$ cat config.mk
export PLATFORM = sky130hd
export DESIGN_NAME = vsfx_writeback
export DESIGN_NICKNAME = d
export VERILOG_FILES = /design/src/rtl/vsfx_writeback.sv
export SDC_FILE = /design/constraint.sdc
export NUM_CORES = 1
export LEC_CHECK = 0
export CORE_MARGIN = 8
export CORE_UTILIZATION = 45
export CTS_BUF_LIST = sky130_fd_sc_hd__clkbuf_8
export DETAILED_ROUTE_END_ITERATION = 8
export HOLD_SLACK_MARGIN = 0.03
export PLACE_DENSITY = 0.67
export SETUP_SLACK_MARGIN = 0.2
export SYNTH_ARGS = -nofsm -noshare
export SYNTH_HDL_FRONTEND = slang
export SYNTH_SLANG_ARGS = --single-unit
$ cat constraint.sdc
create_clock -name clk -period 9.7 [get_ports clk]
set_clock_uncertainty 0.2 [all_clocks]
set_input_delay 0.97 -clock clk [delete_from_list [all_inputs] [get_ports clk]]
set_output_delay 0.97 -clock clk [all_outputs]
set_load 0.02 [all_outputs]
$ cat src/rtl/vsfx_writeback.sv
// vsfx_writeback: in-order result FIFO draining to the VR file, committing VSCR[SAT] and CR6 at retirement
module vsfx_writeback #(
  parameter int DEPTH = 4,
  parameter int IDX_W = 5
) (
  input  logic             clk,
  input  logic             rst,
  input  logic             res_en,
  input  logic [127:0]     res_vrt,
  input  logic             res_sat,
  input  logic [3:0]       res_cr6,
  input  logic             res_rc,
  input  logic [IDX_W-1:0] res_idx,
  output logic             wb_valid,
  input  logic             wb_ready,
  output logic [IDX_W-1:0] wb_idx,
  output logic [127:0]     wb_data,
  input  logic             vscr_we,
  input  logic             vscr_wdata,
  output logic             vscr_sat,
  output logic [3:0]       cr6,
  output logic             stall,
  output logic             overflow
);
  localparam int AW = $clog2(DEPTH);
  localparam logic [AW:0] FULL = (AW+1)'(DEPTH);
  logic [127:0]     mem_vrt [DEPTH];
  logic [IDX_W-1:0] mem_idx [DEPTH];
  logic [3:0]       mem_cr6 [DEPTH];
  logic             mem_sat [DEPTH];
  logic             mem_rc  [DEPTH];
  logic [AW-1:0]    wptr, rptr;
  logic [AW:0]      cnt, cnt_nxt;
  logic             full, pop, push, head_sat;
  assign full     = cnt == FULL;
  assign wb_valid = cnt != '0;
  assign pop      = wb_valid & wb_ready;
  assign push     = res_en & (~full | pop);
  assign cnt_nxt  = cnt + (AW+1)'(push) - (AW+1)'(pop);
  assign wb_idx   = wb_valid ? mem_idx[rptr] : '0;
  assign wb_data  = wb_valid ? mem_vrt[rptr] : '0;
  assign head_sat = pop & mem_sat[rptr];
  always_ff @(posedge clk) begin
    if (!rst && push) begin
      mem_vrt[wptr] <= res_vrt;
      mem_idx[wptr] <= res_idx;
      mem_cr6[wptr] <= res_cr6;
      mem_sat[wptr] <= res_sat;
      mem_rc[wptr]  <= res_rc;
    end
  end
  always_ff @(posedge clk) begin
    if (rst) begin
      wptr     <= '0;
      rptr     <= '0;
      cnt      <= '0;
      stall    <= 1'b0;
      overflow <= 1'b0;
      vscr_sat <= 1'b0;
      cr6      <= 4'b0000;
    end else begin
      wptr     <= push ? wptr + AW'(1) : wptr;
      rptr     <= pop ? rptr + AW'(1) : rptr;
      cnt      <= cnt_nxt;
      stall    <= cnt_nxt == FULL;
      overflow <= overflow | (res_en & full & ~pop);
      vscr_sat <= (vscr_we ? vscr_wdata : vscr_sat) | head_sat;
      cr6      <= (pop && mem_rc[rptr]) ? mem_cr6[rptr] : cr6;
    end
  end
endmodule

Fig. 1: run 1, wiring by layer
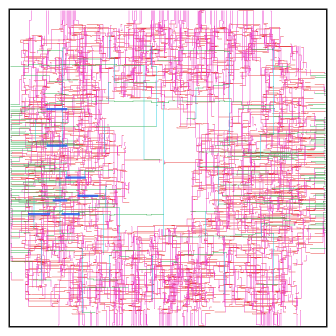
met4 -> cyan  # wire length 967 um
met3 -> green  # wire length 3860 um
met2 -> magenta  # wire length 21.2 mm
met5 -> blue  # wire length 91.1 um
met1 -> red  # wire length 18400 um
via count: 10423
Routed WL per cell: 22.5 um

Fig. 2: run 1, clock wires, drivers and flops
Bar = 50 um.
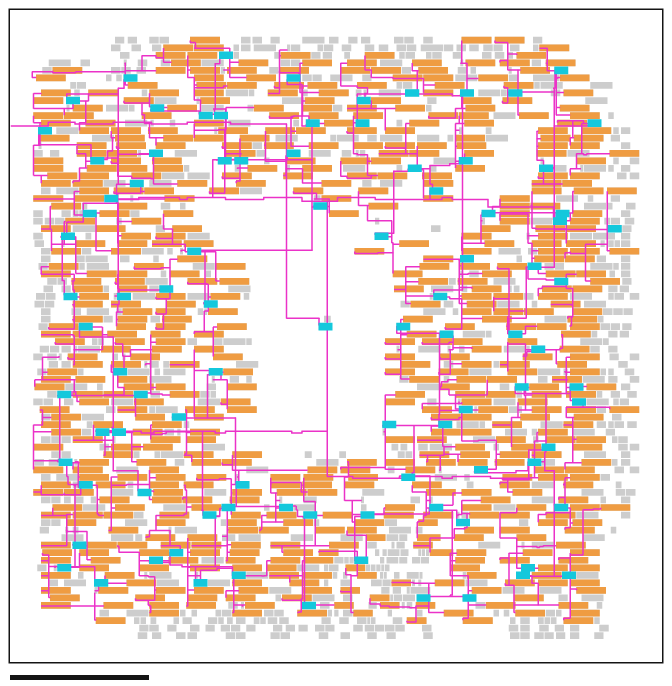
clock wires -> magenta  # length 6780 um
flip-flops -> orange  # count 572
cells driving clock nets -> cyan  # count 93
routed clock nets = 94
flops lie = all over the die
proportion of power drawn by the clock network: 0.261
Clk power: 0.00179 W
Worst-Skew Late Latency: 0.64 ns

Fig. 3: run 1, I/O pins on the die edge
Pins as bars across the die edge, other pins in grey.
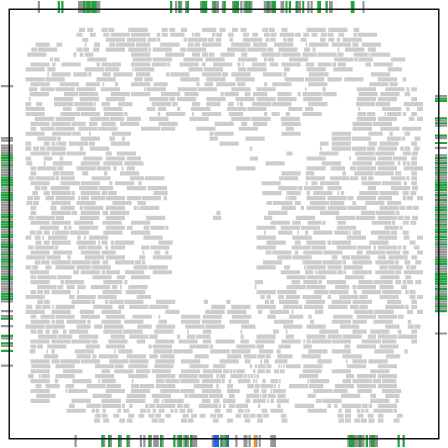
cr6 -> blue  # pins 4, direction output, edge south
wb_data -> green  # pins 128, direction output, edge 39 east, 34 west, 33 north, 22 south
vscr_sat -> orange  # pins 1, direction output, edge south
all pins by edge = 77 west, 76 east, 67 north, 66 south

==> run notes, run 1 <==
Implementation numbers.

- The proportion of cell area spent on the clock network is 0.0597.
- The number of buffers and inverters on the critical path is 3.
- met3 track demand over resource after global routing is 0.0611.
- The library cells used most frequently in the layout, excluding fill and tap cells, are sky130_fd_sc_hd__edfxtp_1, sky130_fd_sc_hd__clkdlybuf4s50_1, sky130_fd_sc_hd__mux4_2, sky130_fd_sc_hd__and2_1, sky130_fd_sc_hd__clkbuf_8.
- Per the OpenROAD floorplan log, the height of the die is 235 um.
- The detailed router reports a met3 wire length of between 3000 and 4000 um.
- The number of core rows is approximately 80.
- CTS added clock buffers totalling 93.
- Per the OpenROAD floorplan log, the width of the die is 235 um.
- The logic area is 4360 um2.
- The share of final-layout standard cells stronger than drive strength 1 is 0.194.
- The post-detailed-routing wire length is around 45000 um.
- The total of endpoints with negative setup slack in the final report is 0.
- The number of nets in the layout is about 1400.
- The multi-input combinational cell count is 324.
- The count of non-CTS buffers in the layout is 299.
- The kind of critical path is reg -> out.
- Hold analysis lists the worst path endpoint as overflow.
- The worst register-to-register path ends at mem_vrt[3][39].
- The share of the Yosys chip area taken by registers is 0.786.
- Tap insertion was completed with about 620 tapcells.
- The aggregate negative setup slack is 0 ns.
- The chip occupies between 50000 and 60000 um2.
- The sequential portion of the cell area is 0.637.
- Of the post-synthesis cell area, the dominant cell type holds 0.771.
- The register ranked first by flip-flop count is mem_vrt.
- The maximum single-stage delay on the critical path is ~0.74 ns.
- Across all hold checks on the routed design, the worst slack comes to between 0.2 and 0.3 ns.
- The standard cell core area is ~48000 um2.
- The layout-stage area growth over the synthesis result is 23.5%.
- Setup repair after global routing left no endpoint under its margin.
- The total number of warnings across the stage logs is 29.
- The overall overflow remaining after global route is 0.
- The synthesized netlist has a Yosys-reported chip area of ~22000 um2.
- The count of H-tree levels built during CTS is 3.
- On the critical path the largest part of the delay comes from buffers and inverters.
- The leakage power is around 8.6 nW.
- The number of I/O pins is 286.
- The end point of the critical path is wb_data[39].
- The via-per-instance ratio is 5.26.
- Looking at the max-slew report, the worst-margin pin has a slew of 1.07 ns.
- The wire length the detailed router placed on met1 is 18400 um.
- The required time at the worst endpoint is listed as 8.53 ns.
- The count of buffers added on input and output ports is between 200 and 300.
- The CTS sink count is 572.
- The clock tree from TritonCTS is built.
- The report puts the cell count of the worst reg-to-reg path at 4.
- The per-instance average area after synthesis is 22.8 um2.
- The clock buffer instance count of the final layout is about 97.
- The data arrival time reported for the critical path is around 4 ns.
- The slowest stage of the critical path is the sky130_fd_sc_hd__buf_4 cell.
- Yosys reports that the most numerous cell types are sky130_fd_sc_hd__edfxtp_1, sky130_fd_sc_hd__mux4_2, sky130_fd_sc_hd__and2_1.
- The path class of the tightest hold or removal check is reg -> reg.
- The initial detailed-routing violation count is 643.
- The cell accounting for the most synthesized area is sky130_fd_sc_hd__edfxtp_1.
- The largest net degree at the start of global routing is slightly below 80.
- In this run, post-CTS repair resized a total of 0 instances.
- Traced cell by cell, the critical path runs through buf_4 > buf_4 > mux4_2 > and2_1 > clkdlybuf4s50_1.
- Of all nets on the critical path, the largest fanout is 39.
- The dominant logic cell type in the layout is sky130_fd_sc_hd__edfxtp_1.
- Yosys attributes the largest share of cell area to sky130_fd_sc_hd__edfxtp_1, sky130_fd_sc_hd__mux4_2, sky130_fd_sc_hd__and2_1.
- The post-synth register bit count is ~570.
- The power per unit of standard cell area is roughly 260 nW/um2.
- The number of flip-flops and latches is approximately 570.
- The maximum clock insertion buffer count is 3.
- Looking at the area split, the leading class of cells is sequential cells.
- The pre-placement core utilization is 0.454.
- The slew check shows that the tightest pin keeps a relative margin of 0.288.
- The register area is between 15000 and 20000 um2.
- The final design utilization is 0.561.
- The post-route non-filler standard cell count is roughly 2000.
- The largest registers in the layout are mem_vrt (512), mem_idx (20), mem_cr6 (16).
- The highest clock rate this design can be run at is between 150 and 200 MHz.
- In this run, synthesis inferred around 560 flip-flops with an integrated enable.
- The share of the cycle needed by the critical path after routing is 0.538.
- The netlist uses 28 different library cells.
- The total global routing track utilization is 0.161.
- The total inserted antenna cells is 2.
- The final worst-path setup slack is around 4.5 ns.
- The cell area that synthesis handed to floorplanning was about 22000 um2.
- The origin of the worst min-delay path is overflow.
- Once the clock tree was built, the setup fixing pass inserted 0 buffers.
- The clock edge transition at the registers on the reported setup and hold paths is roughly 0.060 ns.
- Counting flops with an async set or reset pin after synthesis yields a share of 0.
- The highest metal layer with signal wires is met5.
- The element type at the critical path end is an output pin.
- The register with the most flip-flops in the layout has ~510 of them.
- After global routing, the most crowded layer is met2.
- The number of maximum-capacitance violations is 0.
- The worst register-to-register path has a setup slack of between 6 and 7 ns.
- The number of instances on the worst hold path is 2.
- The timing report shows the most common cell along the critical path to be sky130_fd_sc_hd__buf_4.
- In this run the remaining antenna-violating nets after routing total 0.
- The clock period could shrink to around 5.2 ns.
- The flow ran to the end, and the final reports show no timing, DRC or antenna violations.
- The via count of the first global-routing pass came to between 10000 and 15000.
- Per the post-synthesis report, the nets total 1102.
- After clock tree synthesis, the flow added hold-fix buffers numbering 0.
- The first global-routing pass estimated 68600 um of wire.
- Looking at the VDD voltage map, the peak drop is around 0.00014 V.
- The initial antenna violation count is 8.
- The placed standard-cell area is between 20000 and 30000 um2.
- The half-perimeter wire length of the detailed placement result is roughly 26000 um.
- The non-clock inverter instance count of the final layout is 6.
- The STA report counts the stages on the worst setup path as 5.
- For this run, the number of Yosys warnings is 0.
- In the detailed route, the total length drawn on met2 is between 20000 and 25000 um.
- Yosys stat counts about 950 cells in the synthesized netlist.
- Among all cell types in the netlist, the one instantiated most often is sky130_fd_sc_hd__edfxtp_1.
- The DRC violation total left in the routed layout is recorded as 0.
- The max-slew violation count is 0.
- Total power for the finished layout comes to 0.00687 W.
- The CTS root buffer is sky130_fd_sc_hd__clkbuf_8.
- The final layout report lists a filler cell count of approximately 3600.
- The kind of start point of the critical path is a flop.
- RePlAce ended its routability-driven mode at a weighted congestion of between 0.7 and 0.8.
- In the final report, the number of hold violations comes to 0.
- The placed instance count is between 1500 and 2000.
- The reg-to-reg startpoint is cnt[1].
- The dominant register cell is sky130_fd_sc_hd__edfxtp_1.
- The synthesized instance count is ~950.
- The met2 usage in global routing is 0.254.
- The post-place setup slack is 4.96 ns.
- The first-pass iteration count of the detailed router is 5.
- After routing the design area is 26700 um2.
- The fraction of cell area in multi-input combinational cells is reported as 0.163.
- met1 track demand over resource after global routing is 0.209.
- The fraction of final cell area spent on non-clock buffers in this run is 0.111.
==> run 1: cell families (layout without fill, tap and decap cells) <==
family          count (synthesis)  count (layout)  share of synthesized area
buf+inv                        54             468                     0.0132
compound gates                 16              16                    0.00497
simple gates                  157             157                     0.0445
mux                           140             140                      0.145
fa+ha+maj                       7               7                    0.00439
other cells                     0               2                          0
xor+xnor                        4               4                    0.00162
flops                         572             572                      0.786
==> run 1: where the power goes <==
part,internal (W),leakage (nW),switching [W]
clock,0.000916,0.979,0.000874
sequential,0.00282,5.18,0.0000662
combinational,0.00108,2.40,0.00111
Fig. 4: run 1, cell placement
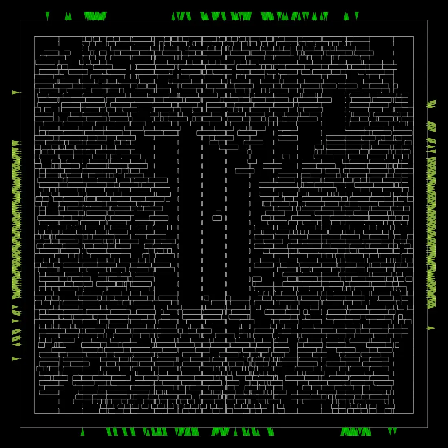

==> inputs of run 2 (changes only) <==
--- a/config.mk
+++ b/config.mk
@@ -10,7 +10,7 @@
 export CTS_BUF_LIST = sky130_fd_sc_hd__clkbuf_8
 export DETAILED_ROUTE_END_ITERATION = 8
 export HOLD_SLACK_MARGIN = 0.03
-export PLACE_DENSITY = 0.67
+export PLACE_DENSITY = 0.7
 export SETUP_SLACK_MARGIN = 0.2
 export SYNTH_ARGS = -nofsm -noshare
 export SYNTH_HDL_FRONTEND = slang
==> constraint.sdc (replaced) <==
create_clock -name clk -period 4.5 [get_ports clk]
set_clock_uncertainty 0.2 [all_clocks]
set_input_delay 0.45 -clock clk [delete_from_list [all_inputs] [get_ports clk]]
set_output_delay 0.45 -clock clk [all_outputs]
set_load 0.02 [all_outputs]
Fig. 5: run 2, cell placement
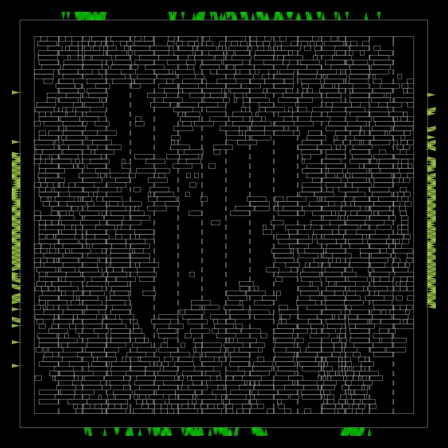
Core Util, Final: 0.566
Tap Cells: 615
Filler Cells Inserted: 3598

==> run 2 against run 1 <==
Sequential cell count unchanged. Combinational power is 120% higher. Synthesized cell count unchanged. Worst hold slack got worse by 0.042 ns. Total power rose by 120%. Via count increased by 0.34%. Register-to-register slack got worse by 5.0 ns. Highest routed layer unchanged.
==> run notes, run 2 <==
Implementation numbers.

- The power per unit of standard cell area is between 500 and 600 nW/um2.
- The Yosys step of the flow raised 0 warnings.
- The wire length the detailed router placed on met1 is about 19000 um.
- Per the detail_route report, vias per standard cell equal 5.27.
- For this run, the slowest stage of the critical path takes between 0.5 and 0.6 ns.
- The clock passes through at most 3 buffers.
- The flow ran to the end, and the final reports show no timing, DRC or antenna violations.
- The first global-routing pass estimated 69300 um of wire.
- The dominant register cell is sky130_fd_sc_hd__edfxtp_1.
- The most heavily used metal layer in global routing is met2.
- The main area contributors are sky130_fd_sc_hd__edfxtp_1, sky130_fd_sc_hd__mux4_2, sky130_fd_sc_hd__and2_1.
- The post-synth count of flops with an enable pin is around 560.
- The met2 usage in global routing is 0.260.
- The worst relative slew slack is 0.413.
- The element type at the critical path end is an output pin.
- Yosys shows that the main logic family after synthesis is multiplexers.
- The kind of critical path is reg -> out.
- The combinational share of power is 0.323.
- The CTS root buffer is sky130_fd_sc_hd__clkbuf_8.
- The pre-placement core utilization is 0.454.
- The quantity of gates resized following cts is 0.
- Per the placement log, port buffering inserted approximately 290 buffers.
- The clock group power is about 0.0040 W.
- Setup repair after global routing left no endpoint under its margin.
- For this run, the detailed router's first-pass iteration total came to 5.
- The CTS sink count is between 500 and 600.
- The share of total power dissipated in sequential elements is 0.410.
- The net switching fraction of the power is 0.299.
- The number of DRC violations after detailed routing is 0.
- For the worst setup path, the data required time is between 3 and 4 ns.
- The clock edge transition at the registers on the reported setup and hold paths is around 0.060 ns.
- Counting every net in the synthesized netlist gives about 1100.
- Derived from the worst setup path, the maximum achievable clock frequency is around 280 MHz.
- The clock tree from TritonCTS is built.
- The multi-input combinational cells in the finished layout cover a total of between 4000 and 5000 um2.
- After detailed routing, the met2 layer carries 22000 um of wire.
- The clock buffer count from CTS is approximately 90.
- Summed over all nets, wire length on met3 after detailed routing comes to between 3000 and 4000 um.
- The synthesis stats list as the most numerous cell sky130_fd_sc_hd__edfxtp_1.
- The layout-stage area growth over the synthesis result is 24.7%.
- The via count of the first global-routing pass was between 10000 and 15000.
- The die outline area is between 50000 and 60000 um2.
- The share of total power in the clock network is 0.267.
- On the critical path the largest part of the delay comes from buffers and inverters.
- The completed layout was analyzed and its total power is between 0.015 and 0.02 W.
- Looking at the max-slew report, the worst-margin pin has a slew of about 0.88 ns.
- The dominant logic cell type in the layout is sky130_fd_sc_hd__edfxtp_1.
- The initial detailed-routing violation count is around 650.
- The worst ir drop on vdd is 0.000553 V.
- The flip-flop count of the largest register after layout is roughly 500.
- The area recorded from the Yosys report for this design is 21600 um2.
- For this run, global-route usage on met3 was measured as 0.0620.
- The number of maximum-capacitance violations is 0.
- The vertical die dimension reported for this design is around 240 um.
- The placed instances occupy a cell area of around 25000 um2.
- The worst setup path is launched from a flop.
- 286 I/O pins were placed.
- The minimum clock period after layout is 3.55 ns.
- For this run, the post-layout net count is between 1000 and 1500.
- The horizontal die dimension is roughly 240 um.
- The analysis attributes to net switching a power of 0.00451 W.
- Once layout is complete, the cells apart from fillers number 1983.
- The netlist area before placement is between 20000 and 25000 um2.
- Per the synthesis report, the XOR/XNOR share of the synthesized area is 0.00162.
- The max-slew violation count is 0.
- The per-instance average area after synthesis is around 23 um2.
- The standard cell core area is 47600 um2.
- The area fraction in mux cells is 0.145.
- The cts-stage hold buffer count is 0.
- The detailed router used layers up to and including met5.
- The synthesized instance count is roughly 950.
- The finished cells cover around 27000 um2.
- The arrival time of data at the critical path endpoint is between 2 and 3 ns.
- For reference, the placement row count at floorplan is around 80.
- The sum of buffers and inverters on the critical path is 2.
- The count of nets left with antenna violations once routing finished came out at 0.
- Sequential power for this build is 0.00619 W.
- The standard cell with the maximum stage delay on the critical path is sky130_fd_sc_hd__mux4_2.
- The aggregate negative setup slack is 0 ns.
- The placed instance count is between 1500 and 2000.
- The detailed router placed around 10000 vias in this run.
- In the synthesized netlist, the cells that appear most often are sky130_fd_sc_hd__edfxtp_1, sky130_fd_sc_hd__mux4_2, sky130_fd_sc_hd__and2_1.
- The cell-mix breakdown from Yosys lists the simple-gate area share as 0.0445.
- The cell accounting for the most synthesized area is sky130_fd_sc_hd__edfxtp_1.
- The met1 track demand over resource is 0.208.
- The overall overflow remaining after global route is 0.
- The register ranked first by flip-flop count is mem_vrt.
- Of all flip-flops after synthesis, the portion carrying an async set or reset was 0.
- The wire length per cell after detailed routing is roughly 23 um.
- In the post-route analysis, the smallest setup slack over all paths is about 0.95 ns.
- In the final layout, the share of cells above drive strength 1 is 0.204.
- In this run, the synthesized area fraction spent on adder and majority cells is recorded as 0.00439.
## run 2: cell counts after synthesis
Identical to the previous run, type by type.
## run 2: final timing paths
check                                 from            end  slack (ns)  cells after the start
worst min-delay path            res_vrt[7]  mem_vrt[2][7]        0.23                      1
worst max-delay path                  flop    wb_data[18]        0.95                      4
worst min register to register    overflow       overflow        0.27                      2
worst max register to register      cnt[1]          stall        1.70                      9
## run 2: final cells by class
cell class,instances,share of cell area
Sequential cell,572,0.631
Multi-Input combinational cell,324,0.161
Timing Repair Buffer,303,0.116
Clock buffer,94,0.0480
Tap cell,615,0.0285
Clock inverter,68,0.0138
Inverter,6,0.000835
Antenna cell,1,0.0000928
No activity file was given, so power comes from the tool's default toggle rates.
